### src/rtl/fetch_pkg.sv
// fetch_pkg -- shared encodings and constants for the instruction-fetch controller.
// Rev 1.0
`default_nettype none

package fetch_pkg;

  localparam int INSTR_W = 32;
  localparam int PC_STEP = 4;

  localparam logic [1:0] ST_LOAD = 2'd0;
  localparam logic [1:0] ST_RUN  = 2'd1;
  localparam logic [1:0] ST_HALT = 2'd2;

  typedef enum logic [1:0] {
    S_LOAD = ST_LOAD,
    S_RUN  = ST_RUN,
    S_HALT = ST_HALT
  } fetch_state_e;

endpackage

`default_nettype wire

### src/rtl/imem_load_counter.sv
// imem_load_counter -- loader word address with clear, increment and end-of-memory detect.
// Rev 1.0
`default_nettype none

module imem_load_counter #(
  parameter int MEM_DEPTH = 256,
  parameter int AW        = $clog2(MEM_DEPTH)
) (
  input  logic          clk,
  input  logic          reset,
  input  logic          inc,
  input  logic          clr,
  output logic [AW-1:0] ld_addr,
  output logic          at_last
);

  // The top clears instead of incrementing on the final word, so no wrap occurs here.
  always_ff @(posedge clk) begin
    if (reset || clr) begin
      ld_addr <= '0;
    end else if (inc) begin
      ld_addr <= ld_addr + 1'b1;
    end
  end

  assign at_last = (ld_addr == AW'(MEM_DEPTH - 1));

endmodule

`default_nettype wire

### src/rtl/fetch_controller.sv
// fetch_controller -- IF-stage sequencer: program loader port arbitration, PC control, IF/ID control.
// Rev 1.0
`default_nettype none

module fetch_controller
  import fetch_pkg::*;
#(
  parameter int B         = 32,
  parameter int MEM_DEPTH = 256,
  parameter int CNT_W     = 32
) (
  input  logic               clk,
  input  logic               reset,
  input  logic               ld_valid,
  input  logic [INSTR_W-1:0] ld_data,
  input  logic               ld_last,
  output logic               ld_ready,
  input  logic               pc_src,
  input  logic [B-1:0]       pc_branch,
  input  logic               stall,
  input  logic               halt,
  output logic               im_en,
  output logic               im_we,
  output logic [B-1:0]       im_addr,
  output logic [INSTR_W-1:0] im_wdata,
  output logic [B-1:0]       pc,
  output logic [B-1:0]       pc_plus4,
  output logic               if_id_write,
  output logic               if_id_flush,
  output logic               running,
  output logic [CNT_W-1:0]   cycle_count
);

  localparam int AW = $clog2(MEM_DEPTH);

  fetch_state_e  state, state_next;
  logic [B-1:0]  pc_next;
  logic [AW-1:0] ld_addr;
  logic          ld_at_last;
  logic          ld_inc;
  logic          ld_clr;

  imem_load_counter #(
    .MEM_DEPTH (MEM_DEPTH),
    .AW        (AW)
  ) u_ld_cnt (
    .clk     (clk),
    .reset   (reset),
    .inc     (ld_inc),
    .clr     (ld_clr),
    .ld_addr (ld_addr),
    .at_last (ld_at_last)
  );

  always_ff @(posedge clk) begin
    if (reset) begin
      state <= S_LOAD;
    end else begin
      state <= state_next;
    end
  end

  always_comb begin
    state_next  = state;
    pc_next     = pc;
    ld_ready    = 1'b0;
    im_en       = 1'b0;
    im_we       = 1'b0;
    im_addr     = '0;
    im_wdata    = '0;
    if_id_write = 1'b0;
    if_id_flush = 1'b0;
    ld_inc      = 1'b0;
    ld_clr      = 1'b0;
    case (state)
      S_LOAD: begin
        ld_ready    = 1'b1;
        if_id_flush = 1'b1;
        pc_next     = '0;
        if (ld_valid) begin
          im_en    = 1'b1;
          im_we    = 1'b1;
          im_addr  = B'({ld_addr, 2'b00});
          im_wdata = ld_data;
          // Final word (explicit or end of memory) hands the port to fetch.
          if (ld_last || ld_at_last) begin
            ld_clr     = 1'b1;
            state_next = S_RUN;
          end else begin
            ld_inc = 1'b1;
          end
        end
      end
      S_RUN: begin
        im_addr = pc;
        im_en   = !stall || pc_src;
        if (pc_src) begin
          pc_next     = pc_branch;
          if_id_flush = 1'b1;
          if_id_write = 1'b1;
        end else if (halt) begin
          state_next = S_HALT;
        end else if (!stall) begin
          pc_next     = pc + B'(PC_STEP);
          if_id_write = 1'b1;
        end
      end
      S_HALT: begin
        im_addr = pc;
      end
      default: begin
        state_next = S_LOAD;
      end
    endcase
  end

  always_ff @(posedge clk) begin
    if (reset) begin
      pc <= '0;
    end else begin
      pc <= pc_next;
    end
  end

  always_ff @(posedge clk) begin
    if (reset) begin
      cycle_count <= '0;
    end else if (state == S_RUN && cycle_count != '1) begin
      cycle_count <= cycle_count + 1'b1;
    end
  end

  assign pc_plus4 = pc + B'(PC_STEP);
  assign running  = (state == S_RUN);

endmodule

`default_nettype wire

### config.mk
export PLATFORM = sky130hd
export DESIGN_NAME = fetch_controller
export DESIGN_NICKNAME = d
export VERILOG_FILES = /design/src/rtl/fetch_pkg.sv /design/src/rtl/imem_load_counter.sv /design/src/rtl/fetch_controller.sv
export SDC_FILE = /design/constraint.sdc
export NUM_CORES = 1
export LEC_CHECK = 0
export CAP_MARGIN = 20
export CORE_MARGIN = 5
export CORE_UTILIZATION = 38
export DETAILED_ROUTE_END_ITERATION = 10
export PLACE_DENSITY_LB_ADDON = 0.05
export SYNTH_ARGS = -nofsm -noshare
export SYNTH_HDL_FRONTEND = slang
export SYNTH_HIERARCHICAL = 1
export SYNTH_SLANG_ARGS = --single-unit
### constraint.sdc
create_clock -name clk -period 2.2 [get_ports clk]
set_input_delay 0.33 -clock clk [delete_from_list [all_inputs] [get_ports clk]]
set_output_delay 0.33 -clock clk [all_outputs]
set_load 0.01 [all_outputs]
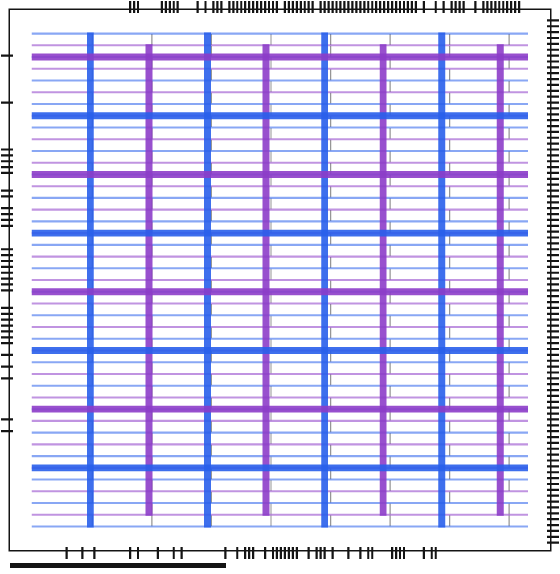
Fig. 1. PDN straps and rails.
The bar under the picture is 50 microns long. Pins as bars on the die edge. Tap cells in grey.
blue -> VSS
purple -> VDD
met4 straps = 8
met5 straps = 8
signal pins = 237
rows = 42

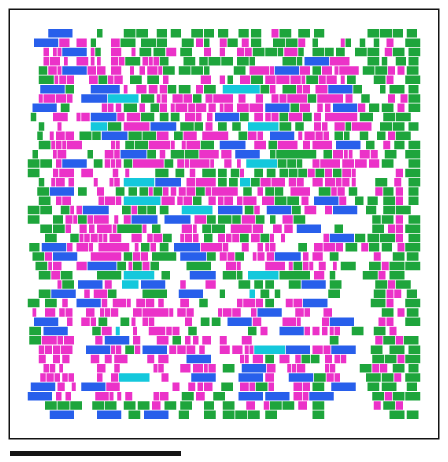
Fig. 2. Cell classes on the final placement.
The bar under the picture is 50 microns long.
cyan -> clock drivers and dummy loads  # cells 16
green -> remaining buffers and delay cells  # cells 381
blue -> registers  # cells 74
magenta -> remaining logic cells  # cells 528

==> GITHUB_STEP_SUMMARY <==
### Flow metrics

| Metric | Value |
|---|---|
| Vias per cell | `5.605` |
| Worst-path clk slew | `around 0.060 ns` |
| Worst setup endpoint | `pc_plus4[24]` |
| Clock latency on the worst-skew pair | `approximately 0.34 ns` |
| Complex-gate fraction of the synthesized area | `a little under a fifth` |
| Tapcells | `176` |
| Hold Buf Count CTS | `0` |
| IO Count | `237` |
| Biggest Area Class | `combinational gates` |
| GR Layer Usage met3 | `under 10%` |
| FF-to-FF setup slack | `0.07 ns` |
| Int Pwr | `3486 uW` |
| Most Crowded Layer GR | `met2` |
| Count of library flops with an enable pin | `0` |
| Pre-Place Util | `around two fifths` |
| Clock Sinks | `approximately 74` |
| Switching share of power | `between 30 and 40%` |
| CORE AREA | `13140 sq um` |
| Final setup margin | `-0.1824 ns` |
| Worst-case reg-to-reg path depth | `5` |
| Synth async-reset ratio | `0%` |
| Fillers | `1071` |
| DRT Pass-1 Iters | `5` |
| Layout clock buffer count | `12` |
| Post-cts resize count | `roughly 190` |
| WS Path Type | `reg2out` |
| Initial drt markers | `around 420` |
| Comb group | `roughly 2000 uW` |
| Setup crit start kind | `register` |
| Seq. pwr | `roughly 1500 uW` |
| Clk_skew | `between 0.004 and 0.005 ns` |
| Synthesis area per yosys | `roughly 5000 sq um` |
| Syn Inst Count | `approximately 660` |
| Max Cap Viol | `0` |
| Multi-input logic area | `about 3600 sq um` |
| Dpl cells | `1117` |
| Met2 wire len | `between 10 and 15 mm` |
| Hold endpoint | `pc[4]$_SDFFE_PP0P_` |
| Gate power share | `about two fifths` |
| Via count | `between 6000 and 7000` |
| Crit path DRT | `approximately 1.9 ns` |
| Core Util, Final | `a little over two thirds` |
| Cycle use final | `108.3%` |
| Antenna viol nets, final | `0` |
| CTS Buffer Depth | `2` |
| CTS tree | `built` |
| Main area contributors | `dfxtp_1 29%, and3_1 5.8%, xnor2_1 4.3%` |
| PortBufs | `about 240` |
| CP max stage delay | `0.56 ns` |
| Layout cells sized above 1 | `between 20% and 30%` |
| Fin Setup TNS | `-1.589 ns` |
| Worst hold slack | `0.4196 ns` |
| CP delay by family, top | `simple AND/OR/NAND/NOR gates` |
| CTS Buf Count | `9` |
| Final Critical Period | `around 2.4 ns` |
| Psw | `between 1500 and 2000 uW` |
| Critical Path Fanout Max | `4` |
| Mux area share | `under 10%` |
| Final Net Count | `1072` |
| Commonest cells after routing, fill and taps aside | `138 x clkdlybuf4s50_1, 119 x buf_4, 58 x dfxtp_1, 44 x and3_1, 41 x nand2_1` |
| Clock Power Share | `32.1%` |
| Non-filler instance count after layout | `1177` |
| Met2 Use GR | `about 47%` |
| Regs by FF count | `cycle_count: 32 flops, pc: 32 flops, u_ld_cnt/ld_addr: 8 flops` |
| Logic share of the area | `around two fifths` |
| Worst reg2reg path endpoint | `cycle_count[31]$_SDFFE_PP0P_` |
| Synth Seq Share | `29.40%` |
| Violated checks | `negative setup slack` |
| Post-Route WL | `22.66 mm` |
| Least-Margin Pin Slew | `about 0.45 ns` |
| HPWL Detailed | `between 15 and 20 mm` |
| Routability Congestion | `~0.9` |
| Crit-path cells | `nand4_4 > or4_4 > nor2_4 > buf_4 > nand2_2 > xnor2_2 > buf_2` |
| # setup viols final | `13` |
| Power Total | `5139 uW` |
| Clock group total power | `roughly 1700 uW` |
| Inverters, non-clock | `13` |
| Peak supply drop | `between 0.4 and 0.5 mV` |
| M1 GR Usage | `between 30% and 40%` |
| Leakage | `about 0.0045 uW` |
| Synth Warn # | `6` |
| Met3 WL | `around 1.3 mm` |
| Post CTS Setup Buffer Count | `19` |
| #FFs+latches synth | `74` |
| Dominant comb cell | `simple AND/OR/NAND/NOR gates` |
| NonClk Buf Share | `a little under two fifths` |
| Status | `complete, but fails checks` |
| Largest net degree at the start of global routing | `around 44` |
| Clock network area share | `between 3 and 4%` |
| Stage-log warning count | `31` |
| Register area | `approximately 1500 sq um` |
| Synth top cells by count | `74 x dfxtp_1, 47 x and3_1, 46 x nand2_1, 44 x nor2_1, 40 x a21oi_1` |
| Post-Syn Area | `5039 sq um` |
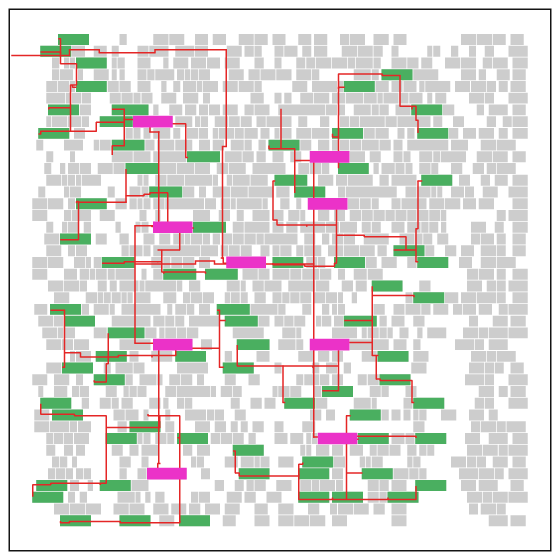
Fig. 3. Routed clock nets over the placement.
red -> clock wires  # length 1140 microns
green -> flip-flops  # count 74
magenta -> clock-net drivers  # count 9
flops lie = widely spread

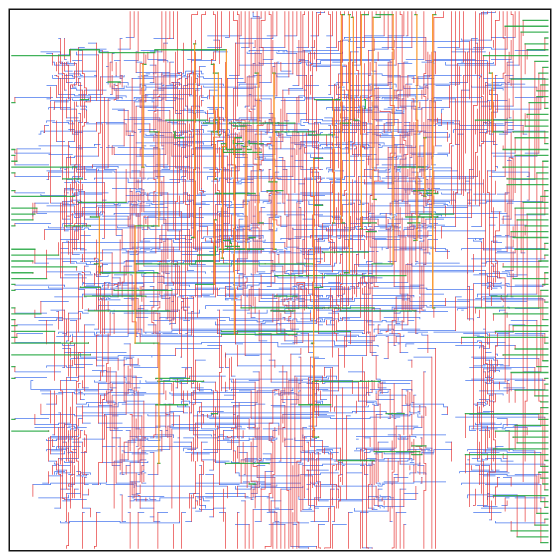
Fig. 4. Wiring by layer.
blue -> M1  # wire length 9160 microns
orange -> M4  # wire length 935 microns
red -> M2  # wire length 11200 microns
green -> M3  # wire length 1330 microns

Power is estimated from default activity; no workload was simulated.
